File: config.mk
export PLATFORM = sky130hd
export DESIGN_NAME = cpu_sequencer
export DESIGN_NICKNAME = d
export VERILOG_FILES = /design/src/rtl/cpu_sequencer.sv
export SDC_FILE = /design/constraint.sdc
export NUM_CORES = 1
export LEC_CHECK = 0
export CAP_MARGIN = 20
export CORE_MARGIN = 1.5
export CORE_UTILIZATION = 45
export DETAILED_ROUTE_END_ITERATION = 12
export HOLD_SLACK_MARGIN = 0.05
export PLACE_DENSITY = 0.78
export SYNTH_ARGS = -nofsm -noshare
export SYNTH_HDL_FRONTEND = slang
export SYNTH_SLANG_ARGS = --single-unit
File: constraint.sdc
create_clock -name clk -period 4.18 [get_ports clk]
set_input_delay 0.418 -clock clk [delete_from_list [all_inputs] [get_ports clk]]
set_output_delay 0.418 -clock clk [all_outputs]
set_load 0.1 [all_outputs]
File: src/rtl/cpu_sequencer.sv
// rtl/cpu_sequencer.sv - multi-cycle FETCH/DECODE/EXECUTE/MEM/WB control sequencer for the 18-bit CPU
module cpu_sequencer #(
    parameter logic [9:0] PC_RESET = 10'd0
) (
    input  logic        clk,
    input  logic        reset,
    input  logic        run,
    input  logic [17:0] instr,
    input  logic        alu_zero,
    input  logic        alu_carry,
    input  logic        mem_ack,
    output logic [9:0]  pc,
    output logic [17:0] ir,
    output logic [2:0]  alu_op,
    output logic        alu_src,
    output logic        reg_write,
    output logic        mem_to_reg,
    output logic        mem_req,
    output logic        mem_we,
    output logic        zf,
    output logic        cf,
    output logic        halted,
    output logic [2:0]  state,
    output logic [15:0] retired
);

    typedef enum logic [2:0] {
        S_FETCH   = 3'd0,
        S_DECODE  = 3'd1,
        S_EXECUTE = 3'd2,
        S_MEM     = 3'd3,
        S_WB      = 3'd4,
        S_HALT    = 3'd5
    } state_t;

    localparam logic [3:0] OP_LD   = 4'h8;
    localparam logic [3:0] OP_ST   = 4'h9;
    localparam logic [3:0] OP_JMP  = 4'hA;
    localparam logic [3:0] OP_BEQ  = 4'hB;
    localparam logic [3:0] OP_BNE  = 4'hC;
    localparam logic [3:0] OP_BCS  = 4'hD;
    localparam logic [3:0] OP_NOP  = 4'hE;
    localparam logic [3:0] OP_HALT = 4'hF;

    state_t      cur;
    state_t      nxt;
    logic [9:0]  pc_nxt;
    logic [17:0] ir_nxt;
    logic        retire;
    logic        alu_instr;
    logic [3:0]  opcode;
    logic [3:0]  opcode_nxt;

    assign opcode     = ir[17:14];
    assign opcode_nxt = ir_nxt[17:14];
    assign alu_instr  = ~opcode[3];
    assign state      = cur;

    always_comb begin
        nxt    = cur;
        pc_nxt = pc;
        ir_nxt = ir;
        retire = 1'b0;
        case (cur)
            S_FETCH: begin
                if (run) begin
                    ir_nxt = instr;
                    pc_nxt = pc + 10'd1;
                    nxt    = S_DECODE;
                end
            end
            S_DECODE: begin
                nxt = (opcode == OP_HALT) ? S_HALT : S_EXECUTE;
            end
            S_EXECUTE: begin
                if (alu_instr) begin
                    nxt = S_WB;
                end else begin
                    case (opcode)
                        OP_LD, OP_ST: nxt = S_MEM;
                        OP_JMP: begin
                            pc_nxt = ir[9:0];
                            nxt    = S_FETCH;
                            retire = 1'b1;
                        end
                        OP_BEQ, OP_BNE, OP_BCS: begin
                            if ((opcode == OP_BEQ && zf) || (opcode == OP_BNE && !zf) ||
                                (opcode == OP_BCS && cf))
                                pc_nxt = ir[9:0];
                            nxt    = S_FETCH;
                            retire = 1'b1;
                        end
                        OP_NOP: begin
                            nxt    = S_FETCH;
                            retire = 1'b1;
                        end
                        default: nxt = S_HALT;
                    endcase
                end
            end
            S_MEM: begin
                if (mem_ack) begin
                    nxt    = (opcode == OP_ST) ? S_FETCH : S_WB;
                    retire = (opcode == OP_ST);
                end
            end
            S_WB: begin
                nxt    = S_FETCH;
                retire = 1'b1;
            end
            default: nxt = S_HALT;
        endcase
    end

    // Outputs are decoded from the upcoming state so they line up with it as registers.
    always_ff @(posedge clk) begin
        if (reset) begin
            cur        <= S_FETCH;
            pc         <= PC_RESET;
            ir         <= 18'd0;
            zf         <= 1'b0;
            cf         <= 1'b0;
            retired    <= 16'd0;
            alu_op     <= 3'd0;
            alu_src    <= 1'b0;
            reg_write  <= 1'b0;
            mem_to_reg <= 1'b0;
            mem_req    <= 1'b0;
            mem_we     <= 1'b0;
            halted     <= 1'b0;
        end else begin
            cur     <= nxt;
            pc      <= pc_nxt;
            ir      <= ir_nxt;
            retired <= retired + {15'd0, retire};
            if (cur == S_EXECUTE && alu_instr) begin
                zf <= alu_zero;
                cf <= alu_carry;
            end
            alu_op     <= (nxt == S_EXECUTE || nxt == S_WB) ? {1'b0, ir_nxt[16:15]} : 3'd0;
            alu_src    <= (nxt == S_EXECUTE || nxt == S_WB) ? ir_nxt[14] : 1'b0;
            reg_write  <= (nxt == S_WB);
            mem_to_reg <= (nxt == S_WB) && (opcode_nxt == OP_LD);
            mem_req    <= (nxt == S_MEM);
            mem_we     <= (nxt == S_MEM) && (opcode_nxt == OP_ST);
            halted     <= (nxt == S_HALT);
        end
    end

endmodule

Clock wiring as the flow saved it:
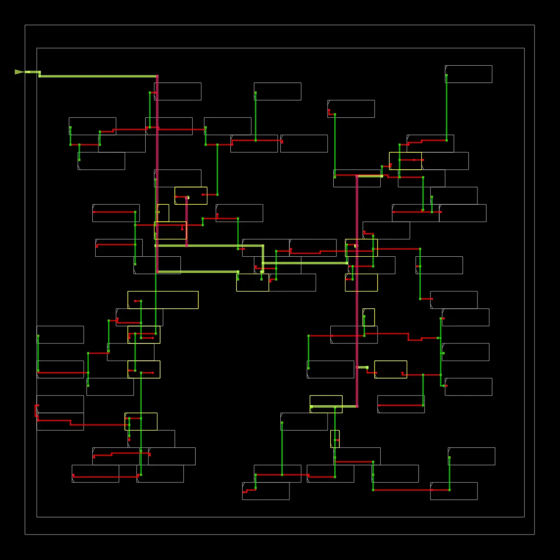
clk latency late pin: 320 ps
clkbuf count: 12

Sequential cells colored by netlist name:
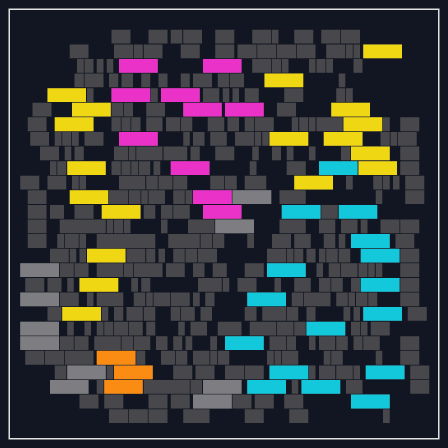
- magenta: `pc` (flops 10; where top center)
- orange: `state` (flops 3)
- cyan: `retired` (flops 16)
- yellow: `ir` (flops 18)
Sequential Power: 602 uW
Finished Core Util: 65.4%

Placed cells, one color a class:
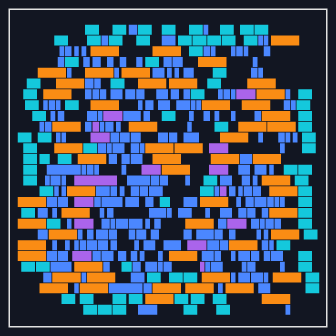
- cyan: other buffers and delay cells (cells 83; share of their area 23%)
- purple: clock drivers and dummy loads (cells 15; share of their area 5.5%)
- blue: combinational and other logic (cells 235; share of their area 40%)
- orange: flops (cells 57; share of their area 32%)
Row Count: 27
final instance area: 0.00367 mm2
Seq/total area: 31.1%
Core Box Area: 0.00561 mm2

==> changes_impl.md <==
### Physical design

* # diodes at 0
* Top cells excl fill/tap: 80 x clkdlybuf4s50_1, 57 x dfxtp_1, 55 x nand2_1
* Fin nets at slightly above 400
* Setup violators final at 0
* Crit path from: ir[17]
* Mux area share at between 1 and 1.5%
* Critical path cell sequence: nor3b_1 -> nand2_1 -> o32ai_1 -> ha_1 -> nand4_1 -> or3_1 -> or3_1 -> a21oi_1
* Leading power group: sequential cells
* Clock transition at path regs at roughly 60 ps
* Hold path start: ir[13]
* GR Overflow Total at 0
* Xor/xnor share at under 10%
* GR peak layer: met2
* Status: completed
* Multi-input logic area at between 0.001 and 0.0015 mm2
* Critical path class: flip-flop to flip-flop
* Hpwl dp at 4570 um
* Port-buffer cells at around 80
* Final worst slack at around 1500 ps
* Sequential area share after synthesis at between 40% and 50%
* Max Cap Viol at 0
* Top non-seq family: simple AND/OR/NAND/NOR gates
* Number of global-route vias before repair at around 2400
Clock network drawn from the DEF:
The bar under the picture is 20 um long.
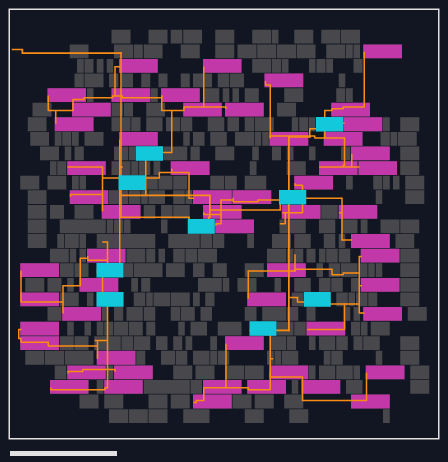
- cyan: clock drivers (count 9)
- magenta: flip-flops (count 57)
- orange: clock wires (length 674 um)
- flops lie: widely spread
- routed clock nets: 10
Layout Skew: 5.67 ps
Clock group: 503 uW
Clock power frac: 34.1%

Signal metal coverage by tile:
The die is cut into 16 by 16 equal tiles; dark blue is low, red is high, scaled to the fullest tile. Values are wire area over tile area, all layers added.
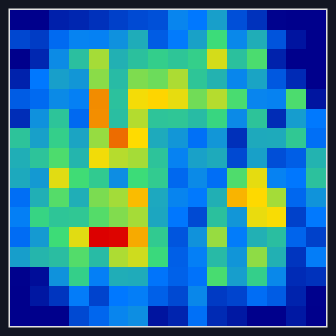
- fullest tile: 0.48
- nearly empty tiles: 7.4%
- mean over tiles: 0.16
- tiles over half the peak: 20%
mean routed wirelength per cell: 14.1 um
routed wire length: 6520 um
Vias: 2539
GRT Util Overall: 21.1%

No activity file was given, so power comes from the tool's default toggle rates.
